**Run 1: metal 1**

Bar = 50 um.
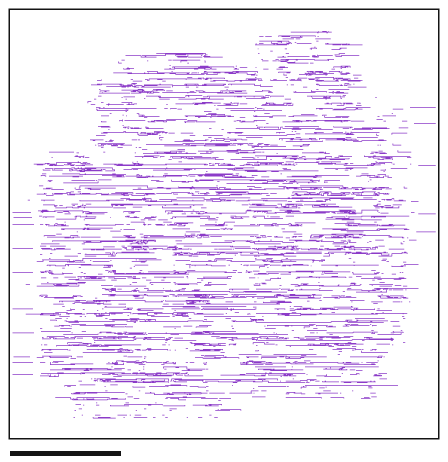
**Run 1: M2 wires**

Bar = 50 um.
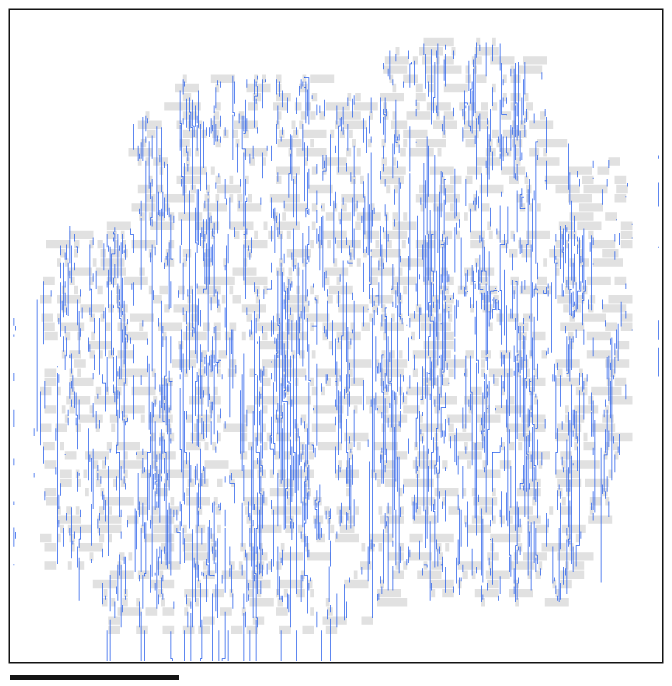
**Run 1: metal 3**

Bar = 50 um.
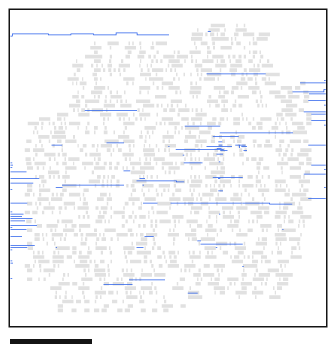
**Run 1: M4 wires**

Bar = 50 um.
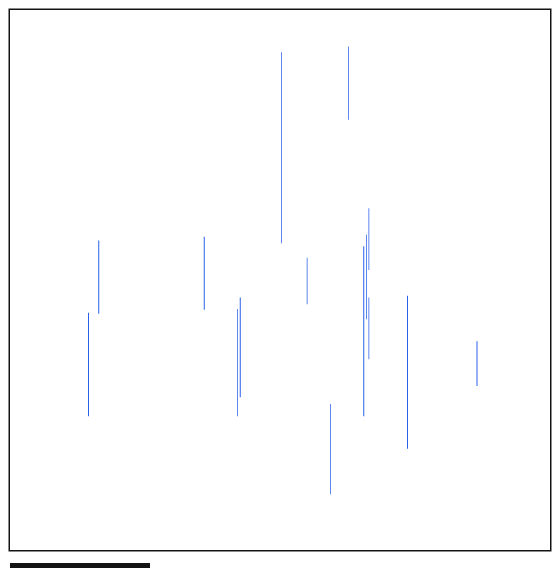
===== src/rtl/time_display_driver.sv =====
// time_display_driver: snapshots the calendar fields once per display frame,
// converts them to BCD with one shared serial double-dabble unit, and scans
// the result onto an 8-digit multiplexed common-anode 7-segment display.
`timescale 1ns/1ps
module time_display_driver #(
    parameter int DIGIT_TICKS = 50000
) (
    input  logic        clk_50MHz,
    input  logic        rst,
    input  logic [5:0]  sec,
    input  logic [5:0]  min,
    input  logic [4:0]  hour,
    input  logic [4:0]  day,
    input  logic [3:0]  mont,
    input  logic [12:0] year,
    input  logic        page,
    output logic [7:0]  an,
    output logic [6:0]  seg,
    output logic        dp,
    output logic        busy
);
    localparam int TW = $clog2(DIGIT_TICKS);

    typedef enum logic [2:0] {IDLE, LOAD, SHIFT, STORE, COMMIT} state_t;

    // Bank layout: {year[15:0], mont[7:0], day[7:0], hour[7:0], min[7:0], sec[7:0]}
    logic [TW-1:0] tick_r;
    logic [2:0]    idx_r;
    logic          first_r;
    logic [5:0]    sec_r, min_r;
    logic [4:0]    hour_r, day_r;
    logic [3:0]    mont_r;
    logic [12:0]   year_r;
    logic          page_r;
    state_t        state_r;
    logic [2:0]    fld_r;
    logic [3:0]    cnt_r;
    logic [12:0]   bin_r;
    logic [15:0]   bcd_r;
    logic [55:0]   back_r;
    logic [55:0]   front_r;
    logic          valid_r;
    logic          tick_wrap_s;
    logic          frame_start_s;
    logic [12:0]   fld_val_s;
    logic [15:0]   bcd_adj_s;
    logic [3:0]    nib_s;
    logic          blank_s;
    logic          dp_on_s;

    // Double-dabble correction: every BCD nibble of 5 or more gets +3 before the shift.
    function automatic logic [15:0] dd_adjust(input logic [15:0] v);
        logic [15:0] r;
        r = v;
        for (int i = 0; i < 4; i++) begin
            if (r[i*4 +: 4] >= 4'd5) begin
                r[i*4 +: 4] = r[i*4 +: 4] + 4'd3;
            end else begin
                r[i*4 +: 4] = r[i*4 +: 4];
            end
        end
        return r;
    endfunction

    // Active-low {g,f,e,d,c,b,a} pattern for one decimal digit.
    function automatic logic [6:0] seg_code(input logic [3:0] d);
        case (d)
            4'd0:    return 7'h40;
            4'd1:    return 7'h79;
            4'd2:    return 7'h24;
            4'd3:    return 7'h30;
            4'd4:    return 7'h19;
            4'd5:    return 7'h12;
            4'd6:    return 7'h02;
            4'd7:    return 7'h78;
            4'd8:    return 7'h00;
            4'd9:    return 7'h10;
            default: return 7'h7F;
        endcase
    endfunction

    assign tick_wrap_s   = (tick_r == TW'(DIGIT_TICKS - 1));
    assign frame_start_s = first_r | (tick_wrap_s & (idx_r == 3'd7));
    assign bcd_adj_s     = dd_adjust(bcd_r);
    assign busy          = (state_r != IDLE);

    // Scan timebase: per-digit tick counter and digit index; first_r marks the post-reset frame.
    always_ff @(posedge clk_50MHz) begin
        if (rst) begin
            tick_r  <= '0;
            idx_r   <= 3'd0;
            first_r <= 1'b1;
        end else begin
            first_r <= 1'b0;
            if (tick_wrap_s) begin
                tick_r <= '0;
                idx_r  <= idx_r + 3'd1;
            end else begin
                tick_r <= tick_r + TW'(1);
            end
        end
    end

    // Coherent snapshot of all fields and the page select at each frame start.
    always_ff @(posedge clk_50MHz) begin
        if (rst) begin
            sec_r  <= 6'd0;
            min_r  <= 6'd0;
            hour_r <= 5'd0;
            day_r  <= 5'd0;
            mont_r <= 4'd0;
            year_r <= 13'd0;
            page_r <= 1'b0;
        end else if (frame_start_s) begin
            sec_r  <= sec;
            min_r  <= min;
            hour_r <= hour;
            day_r  <= day;
            mont_r <= mont;
            year_r <= year;
            page_r <= page;
        end
    end

    // Selects the snapshot field currently being converted, zero-extended to 13 bits.
    always_comb begin
        fld_val_s = 13'd0;
        case (fld_r)
            3'd0:    fld_val_s = {7'd0, sec_r};
            3'd1:    fld_val_s = {7'd0, min_r};
            3'd2:    fld_val_s = {8'd0, hour_r};
            3'd3:    fld_val_s = {8'd0, day_r};
            3'd4:    fld_val_s = {9'd0, mont_r};
            3'd5:    fld_val_s = year_r;
            default: fld_val_s = 13'd0;
        endcase
    end

    // Converter FSM: LOAD, 13 SHIFTs and STORE per field, then one COMMIT into the front bank.
    always_ff @(posedge clk_50MHz) begin
        if (rst) begin
            state_r <= IDLE;
            fld_r   <= 3'd0;
            cnt_r   <= 4'd0;
            bin_r   <= 13'd0;
            bcd_r   <= 16'd0;
            back_r  <= 56'd0;
            front_r <= 56'd0;
            valid_r <= 1'b0;
        end else begin
            case (state_r)
                IDLE: begin
                    if (frame_start_s) begin
                        state_r <= LOAD;
                        fld_r   <= 3'd0;
                    end
                end
                LOAD: begin
                    bin_r   <= fld_val_s;
                    bcd_r   <= 16'd0;
                    cnt_r   <= 4'd0;
                    state_r <= SHIFT;
                end
                SHIFT: begin
                    bcd_r <= {bcd_adj_s[14:0], bin_r[12]};
                    bin_r <= {bin_r[11:0], 1'b0};
                    cnt_r <= cnt_r + 4'd1;
                    if (cnt_r == 4'd12) begin
                        state_r <= STORE;
                    end
                end
                STORE: begin
                    case (fld_r)
                        3'd0:    back_r[7:0]   <= bcd_r[7:0];
                        3'd1:    back_r[15:8]  <= bcd_r[7:0];
                        3'd2:    back_r[23:16] <= bcd_r[7:0];
                        3'd3:    back_r[31:24] <= bcd_r[7:0];
                        3'd4:    back_r[39:32] <= bcd_r[7:0];
                        3'd5:    back_r[55:40] <= bcd_r;
                        default: back_r        <= back_r;
                    endcase
                    if (fld_r == 3'd5) begin
                        state_r <= COMMIT;
                    end else begin
                        fld_r   <= fld_r + 3'd1;
                        state_r <= LOAD;
                    end
                end
                COMMIT: begin
                    front_r <= back_r;
                    valid_r <= 1'b1;
                    state_r <= IDLE;
                end
                default: begin
                    state_r <= IDLE;
                end
            endcase
        end
    end

    // Chooses the BCD nibble, blanking and decimal point for the digit being scanned.
    always_comb begin
        nib_s   = 4'd0;
        blank_s = 1'b0;
        dp_on_s = 1'b0;
        if (page_r) begin
            case (idx_r)
                3'd0:    nib_s = front_r[43:40];
                3'd1:    nib_s = front_r[47:44];
                3'd2:    nib_s = front_r[51:48];
                3'd3:    nib_s = front_r[55:52];
                3'd4:    begin nib_s = front_r[35:32]; dp_on_s = 1'b1; end
                3'd5:    nib_s = front_r[39:36];
                3'd6:    begin nib_s = front_r[27:24]; dp_on_s = 1'b1; end
                3'd7:    nib_s = front_r[31:28];
                default: blank_s = 1'b1;
            endcase
        end else begin
            case (idx_r)
                3'd0:    nib_s = front_r[3:0];
                3'd1:    nib_s = front_r[7:4];
                3'd2:    begin nib_s = front_r[11:8]; dp_on_s = 1'b1; end
                3'd3:    nib_s = front_r[15:12];
                3'd4:    begin nib_s = front_r[19:16]; dp_on_s = 1'b1; end
                3'd5:    nib_s = front_r[23:20];
                default: blank_s = 1'b1;
            endcase
        end
    end

    // Registered display drive; everything dark until the first front-bank commit.
    always_ff @(posedge clk_50MHz) begin
        if (rst || !valid_r) begin
            an  <= 8'hFF;
            seg <= 7'h7F;
            dp  <= 1'b1;
        end else begin
            an  <= ~(8'h01 << idx_r);
            seg <= blank_s ? 7'h7F : seg_code(nib_s);
            dp  <= ~dp_on_s;
        end
    end
endmodule

===== config.mk =====
export PLATFORM = sky130hd
export DESIGN_NAME = time_display_driver
export DESIGN_NICKNAME = d
export VERILOG_FILES = /design/src/rtl/time_display_driver.sv
export SDC_FILE = /design/constraint.sdc
export NUM_CORES = 1
export LEC_CHECK = 0
export CAP_MARGIN = 20
export CELL_PAD_IN_SITES_DETAIL_PLACEMENT = 1
export CELL_PAD_IN_SITES_GLOBAL_PLACEMENT = 2
export CORE_MARGIN = 8
export CORE_UTILIZATION = 30
export DETAILED_ROUTE_END_ITERATION = 6
export GPL_ROUTABILITY_DRIVEN = 0
export PLACE_DENSITY = 0.68
export SLEW_MARGIN = 10
export SYNTH_ARGS = -nofsm -noshare
export SYNTH_HDL_FRONTEND = slang
export SYNTH_SLANG_ARGS = --single-unit

===== constraint.sdc =====
create_clock -name clk_50MHz -period 3.25 [get_ports clk_50MHz]
set_input_delay 0.8125 -clock clk_50MHz [delete_from_list [all_inputs] [get_ports clk_50MHz]]
set_output_delay 0.8125 -clock clk_50MHz [all_outputs]
set_load 0.005 [all_outputs]

==> job_summary.md, run 1 <==
### Yosys + OpenROAD results

| Metric | Value |
|---|---|
| Outcome | completed |
| PnR worst setup slack | between 0.5 and 0.6 ns |
| Static leakage | 3.97 nW |
| Pins Over Slew Limit | 0 |
| Total power draw | between 6 and 7 mW |
| Wire length of the first global-routing pass | 43900 um |
| Number of resized instances in the post-cts repair step | 0 |
| Asr flop ratio synth | 0% |
| Distinct cell type count after synthesis | around 57 |
| Worst VDD drop | around 330 uV |
| Cell Area, Synth | between 9000 and 10000 sq um |
| Flops out of synthesis | approximately 230 |
| Inst Count DP | roughly 1500 |
| Maximum number of pins on one net before global-route repair | 78 |
| IO Port Bufs | around 58 |
| Buffer depth of the longest clock path | 3 |
| Well-tap cell count | 402 |
| Util after Layout | between 30% and 40% |
| Worst setup path start | idx_r[2]$_SDFFE_PP0N_ |
| TritonCTS buffer count | 26 |
| Final net count | approximately 1200 |
| Initial DRT Pass Iterations | 4 |
| Peak Freq | about 0.36 GHz |
| Time the final worst path needs with I/O delays and setup | between 2 and 3 ns |
| Area inside the core boundary | approximately 31000 sq um |
| Sequential portion of the cell area | between 40 and 50% |
| Critical Path Sink Type | flip-flop |
| Count of endpoints failing hold in the final timing report | 0 |
| Placement-stage cell area | around 10000 sq um |
| Family with the most delay on the worst path | AND-OR/OR-AND gates |
| Final cell count without fillers | between 1500 and 2000 |
| FF-to-FF Start | idx_r[2]$_SDFFE_PP0N_ |
| WP buf/inv | 1 |
| Critical-path cell list | inv_1 > ha_1 > a211oi_2 > nand2_1 > or2_2 > a311oi_2 > mux2i_1 > o211ai_1 |
| Clock buffer cells | 39 |
| Max transition margin | 42.9% |
| Logic family by area | simple AND/OR/NAND/NOR gates |
| I/O pins | ~59 |
| Clock tree from TritonCTS | done |
| Proportion of synthesized chip area in sequential cells | between 40% and 50% |
| Critical path data required time | roughly 3.7 ns |
| Initial antenna violation count | 0 |
| Slew @ Worst Pin | roughly 0.86 ns |
| Detail Placement HPWL | between 15000 and 20000 um |
| CTS H-Tree Depth | 1 |
| Non-clock buffers, area share | 6.52% |
| Logic share of the area | 39.3% |
| Num sequential | between 200 and 250 |
| Share of the cycle needed by the critical path after routing | 84.6% |
| Share of the synthesized area in the top cell type | roughly half |
| Detail-routed via count per cell | approximately 4.9 |
| Area of all placed cells without fillers | 11200 sq um |
| Chip Height | a little under 200 um |
| Effective utilization at floorplan | approximately 30% |
| Setup Viol. Count Final | 0 |
| Slowest stage delay, CP | between 0.4 and 0.5 ns |
| Hold WC Path Type | flip-flop to flip-flop |
| Average wire per standard cell | 17.0 um |
| DRC violation total after the first TritonRoute iteration | about 340 |
Back to the opening pictures, 'metal 1':
- main direction: horizontal
- wire length on this layer: 13100 um
- longest straight run: 46.5 um
routing usage on met1: 19.5%
Vias: 7800
sum of routed wire length over all layers: 27000 um

Back to the opening pictures, 'M2 wires':
- nets with wire on the layer: 1003
- share of all routed wire: 46%
- longest straight run: 88.7 um
- wire length on this layer: 12500 um
- main direction: vertical
global-route met2 utilization: 24.5%

Back to the opening pictures, 'metal 3':
- share of all routed wire: 3.3%
- longest straight run: 44.4 um
- nets with wire on the layer: 59
met3 global-route usage: 2.28%

Back to the opening pictures, 'M4 wires':
- wire length on this layer: 508 um
- share of all routed wire: 1.9%
- main direction: vertical
- longest straight run: 68.0 um

[run 1: placed cells by master, fill, tap and decap left out, types with 3 or more instances in the layout]
| cell type | n |
|---|---|
| sky130_fd_sc_hd__a211oi_1 | 4 |
| sky130_fd_sc_hd__a21oi_1 | 148 |
| sky130_fd_sc_hd__a221oi_1 | 11 |
| sky130_fd_sc_hd__a222oi_1 | 7 |
| sky130_fd_sc_hd__a22o_1 | 3 |
| sky130_fd_sc_hd__a22oi_1 | 16 |
| sky130_fd_sc_hd__a311oi_1 | 7 |
| sky130_fd_sc_hd__a31o_2 | 5 |
| sky130_fd_sc_hd__a31oi_1 | 3 |
| sky130_fd_sc_hd__a32oi_1 | 3 |
| sky130_fd_sc_hd__and2_1 | 5 |
| sky130_fd_sc_hd__and3_1 | 7 |
| sky130_fd_sc_hd__buf_4 | 20 |
| sky130_fd_sc_hd__bufinv_16 | 3 |
| sky130_fd_sc_hd__clkbuf_1 | 3 |
| sky130_fd_sc_hd__clkbuf_16 | 27 |
| sky130_fd_sc_hd__clkbuf_8 | 9 |
| sky130_fd_sc_hd__clkdlybuf4s50_1 | 57 |
| sky130_fd_sc_hd__clkinv_2 | 5 |
| sky130_fd_sc_hd__dfxtp_1 | 228 |
| sky130_fd_sc_hd__ha_1 | 25 |
| sky130_fd_sc_hd__inv_1 | 22 |
| sky130_fd_sc_hd__mux2_2 | 11 |
| sky130_fd_sc_hd__mux2i_1 | 31 |
| sky130_fd_sc_hd__nand2_1 | 286 |
| sky130_fd_sc_hd__nand2b_1 | 6 |
| sky130_fd_sc_hd__nand3_1 | 27 |
| sky130_fd_sc_hd__nand4_1 | 5 |
| sky130_fd_sc_hd__nor2_1 | 105 |
| sky130_fd_sc_hd__nor2b_1 | 5 |
| sky130_fd_sc_hd__nor3_1 | 14 |
| sky130_fd_sc_hd__o211ai_1 | 3 |
| sky130_fd_sc_hd__o21a_1 | 3 |
| sky130_fd_sc_hd__o21ai_0 | 18 |
| sky130_fd_sc_hd__xnor2_1 | 10 |
| sky130_fd_sc_hd__xor2_1 | 10 |
[run 1: worst paths after layout]
| kind | to | cells after the start |
|---|---|---|
| max reg2reg | seg[3]$_SDFF_PP1_ | 8 |
| min | front_r[32]$_SDFFE_PP0N_ | 2 |
| max | seg[3]$_SDFF_PP1_ | 8 |
| min reg2reg | front_r[32]$_SDFFE_PP0N_ | 2 |
[run 1: routing by layer]
| metal | vias to the layer above | wire length [um] | GRT usage [%] |
|---|---|---|---|
| li1 | 3895 | - | - |
| met1 | 3764 | 13100 | 19.5 |
| met2 | 105 | 12500 | 24.5 |
| met3 | 36 | 902 | 2.28 |
| met4 | 0 | 507 | 3.82 |
| met5 | - | 0 | 0 |
[run 1: flip-flops by register name (all words and copies together) (netlist names)]
register,count
sec_r,6
hour_r,5
cnt_r,4
bcd_r,16
state_r,3
bin_r,13
fld_r,3
seg,7
back_r,56
an,8
day_r,5
front_r,56
idx_r,3
first_r,1
valid_r,1
tick_r,16
mont_r,4
dp,1
year_r,13
min_r,6
page_r,1
[run 1: where the power goes]
| part | internal (mW) | switching [mW] |
|---|---|---|
| registers | 2.85 | 0.0417 |
| clock network | 1.95 | 1.18 |
| logic | 0.138 | 0.224 |
--- run 2 (diff from run 1) ---
PLACE_DENSITY = 0.71   (was 0.68)
clock period = 2.5 ns   (was 3.25 ns; I/O delays follow)
**Run 2: metal 3**

Bar = 50 um.
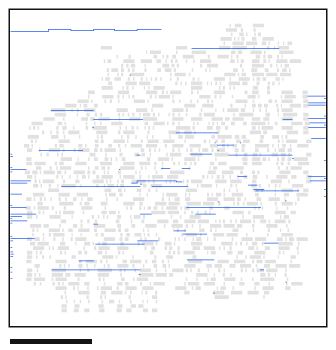
- share of all routed wire: 3.4%
- nets with wire on the layer: 57
- longest straight run: 54.1 um
- wire length on this layer: 913 um
met3 global-route usage: 2.45%
sum of routed wire length over all layers: 26600 um
Vias: 7876

==> job_summary.md, run 2 <==
### Yosys + OpenROAD results

| Metric | Value |
|---|---|
| Outcome | completed (unchanged) |
| Detail-routed via count per cell | 4.90 (was 4.92) |
| DRC violation total after the first TritonRoute iteration | 356 (was 341) |
| Wire length of the first global-routing pass | 43100 um (was 43900 um) |
| Critical path data required time | 1.88 ns (was 3.65 ns) |
| Synthesis-to-finish area growth | 21.5% (was 19.2%) |
| Pins Over Slew Limit | 0 (unchanged) |
| Final net count | 1257 (was 1230) |
| Reported max-cap violation count | 0 (unchanged) |
| Time the final worst path needs with I/O delays and setup | around 2.4 ns |
| TritonCTS buffer count | 27 (was 26) |
| Chip Height | 193 um (unchanged) |
| Setup Viol. Count Final | 0 (unchanged) |
| Synthesis area per yosys | 9410 sq um (unchanged) |
| Worst VDD drop | 450 uV (was 327 uV) |
| Flops out of synthesis | 228 (unchanged) |
| WP buf/inv | 1 (unchanged) |
| Number of cells on the worst reg-to-reg path | 9 (was 8) |
| Slew @ Worst Pin | 0.895 ns (was 0.857 ns) |
| CTS H-Tree Depth | 1 (unchanged) |
| Commonest cells after routing, fill and taps aside | 285 x sky130_fd_sc_hd__nand2_1, 225 x sky130_fd_sc_hd__dfxtp_1, 148 x sky130_fd_sc_hd__a21oi_1 (was 286 x sky130_fd_sc_hd__nand2_1, 228 x sky130_fd_sc_hd__dfxtp_1, 148 x sky130_fd_sc_hd__a21oi_1) |
| Highest-count logic cell in the final layout | sky130_fd_sc_hd__nand2_1 (unchanged) |
| Number of logic stages on the critical path including buffering | 2 (was 8) |
| Slowest stage delay, CP | 0.47 ns (about the same) |
| Max transition margin | 40.1% (was 42.9%) |
| Registers with the most flip-flops | back_r: 56 flops, front_r: 56 flops (unchanged) |
| Critical-path cell list | or3_4 > clkdlybuf4s50_1 (was inv_1 > ha_1 > a211oi_2 > nand2_1 > or2_2 > a311oi_2 > mux2i_1 > o211ai_1) |
| Cell Area, Synth | 9410 sq um (unchanged) |
| Distinct cell type count after synthesis | 57 (unchanged) |
| Initial antenna violation count | 0 (unchanged) |
| Synth Area per Inst | 8.24 sq um (unchanged) |
| Fraction of final layout cells sized beyond drive strength 1 | 10.3% (was 7.70%) |
| IO Port Bufs | 58 (unchanged) |
| Static leakage | 4.06 nW (was 3.97 nW) |
| Proportion of synthesized chip area in sequential cells | 48.5% (unchanged) |
| Share of the synthesized area in the top cell type | 48.5% (unchanged) |
| Effective utilization at floorplan | 30.1% (unchanged) |
| Total tool warning count | 42 (was 40) |
| Number of cell rows | 65 (unchanged) |
| Top cells by area | sky130_fd_sc_hd__dfxtp_1 49%, sky130_fd_sc_hd__nand2_1 11%, sky130_fd_sc_hd__a21oi_1 7.9% (unchanged) |
| Peak Freq | ~0.41 GHz |
| Buffer depth of the longest clock path | 3 (unchanged) |
| Count of endpoints failing hold in the final timing report | 0 (unchanged) |
| Share of the cycle needed by the critical path after routing | between 90 and 100% |
| Area inside the core boundary | 31200 sq um (unchanged) |
| Asr flop ratio synth | 0% (unchanged) |
| Most frequent cell after synthesis | sky130_fd_sc_hd__nand2_1 (unchanged) |
| FF-to-FF Start | idx_r[0]$_SDFFE_PP0N_ (was idx_r[2]$_SDFFE_PP0N_) |
| Syn_nets | 1209 (unchanged) |
| I/O pins | 59 (unchanged) |
| Family with the most delay on the worst path | buffers and inverters (was AND-OR/OR-AND gates) |
| Vias in the first global route | 8081 (was 7992) |
| Initial DRT Pass Iterations | 5 (was 4) |
| Critical Path Sink Type | output port (was flip-flop) |
| Hold wc startpoint | rst (was back_r[32]$_SDFFE_PP0P_) |
| Clock tree from TritonCTS | done (unchanged) |
| Hold worst-path end | first_r$_DFF_P_ (was front_r[32]$_SDFFE_PP0N_) |
| Maximum number of pins on one net before global-route repair | 138 (was 78) |
| WHS Path Cells | 1 (was 2) |
| Average wire per standard cell | 16.5 um (was 17.0 um) |
| Reg-to-Reg End | seg[3]$_SDFF_PP1_ (unchanged) |
| RSZ-0062 raised after global routing | false (unchanged) |
| Hold WC Path Type | primary input to flip-flop (was flip-flop to flip-flop) |
| Total power draw | 7.88 mW (was 6.39 mW) |
| Detail Placement HPWL | 17800 um (was 18100 um) |
| Clock-pin slew reported for the worst setup and hold paths after clock tree synthesis | 0.06 ns (about the same) |
| Post-synthesis cell count | 1142 (unchanged) |
## run 2: cell types whose count changed in the layout (fill, tap and decap cells not counted), sizes merged
cell / previous run / this run
clkbuf: 39 / 40
bufinv: 3 / 0
clkinv: 6 / 3
inv: 22 / 23
buf: 21 / 47
## run 2: worst max path at each step
stage	from	end	slack, ns
2_1_floorplan	idx_r[2]$_SDFFE_PP0N_	seg[1]$_SDFF_PP1_	0.02
6_report	state_r[2]$_SDFFE_PP0P_	busy	0.08
5_1_grt	state_r[2]$_SDFFE_PP0P_	busy	0.02
3_5_place_dp	idx_r[0]$_SDFFE_PP0N_	seg[3]$_SDFF_PP1_	-0.004
3_3_place_gp	idx_r[0]$_SDFFE_PP0N_	seg[3]$_SDFF_PP1_	0.04
4_1_cts	idx_r[1]$_SDFFE_PP0N_	seg[1]$_SDFF_PP1_	0.03
## run 2: worst register-to-register path, stage by stage, from the launching register on
cell and delay, ns:
sky130_fd_sc_hd__dfxtp_2 0.38, sky130_fd_sc_hd__inv_1 0.09, sky130_fd_sc_hd__ha_1 0.26, sky130_fd_sc_hd__buf_4 0.20
sky130_fd_sc_hd__a22oi_1 0.25, sky130_fd_sc_hd__a31o_2 0.21, sky130_fd_sc_hd__a32oi_1 0.13, sky130_fd_sc_hd__a311oi_2 0.31
sky130_fd_sc_hd__mux2i_1 0.27, sky130_fd_sc_hd__o211ai_1 0.12
## run 2: final cells by class
| cell class | count | area [sq um] | share of cell area (%) |
|---|---|---|---|
| multi-input combinational | 806 | 4500 | 39.3 |
| sequential | 228 | 4570 | 39.9 |
| timing repair buffer | 104 | 977 | 8.55 |
| clock buffer | 40 | 785 | 6.86 |
| clock inverter | 3 | 18.8 | 0.164 |
| inverter | 23 | 86.3 | 0.755 |
| tap | 402 | 503 | 4.40 |
## run 2: cell families (layout without fill, tap and decap cells)
kind of cell	Yosys count	after routing	share of synthesized area [%]
and+or+nand+nor	470	470	20.7
AOI/OAI and AO/OA	249	249	16.3
DFF	228	228	48.5
buffers and inverters	108	170	4.73
muxes	42	42	4.61
adders and majority gates	25	25	3.32
xor gates and xnor gates	20	20	1.86
## run 2: report_power, final
group,switching [mW],internal (mW)
registers,0.0537,3.71
clock network,1.50,2.14
logic,0.294,0.190
## run 2: layer usage
layer / up-vias / track usage, % / wire [um]
li1: 3954 / - / -
met1: 3775 / 19.1 / 13100
met2: 106 / 23.5 / 12000
met3: 41 / 2.45 / 913
met4: 0 / 3.91 / 610
met5: - / 0 / 0
## run 2: per-stage QoR
stage	cell area, sq um	hold WS, ns	utilization (%)	std cells	worst slack [ns]
after floorplan	9430	0.428	-	1142	0.0209
after global placement	10500	0.441	33.7	1560	0.0431
after detailed placement	10500	0.446	33.7	1560	-0.00388
after CTS	11300	0.309	36.3	1603	0.0294
after global routing	11400	0.322	36.6	1606	0.0157
final	11400	0.336	36.6	1606	0.0834
## run 2: repair_timing
action / CTS / global route
pin swaps: 1 / 2
hold buffers: 0 / 0
gates resized: 3 / 15
setup buffers: 0 / 3
setup endpoints to repair: 3 / 15
gates cloned: 0 / 0
Power figures rest on the tool's default switching activity, not on a simulated workload.
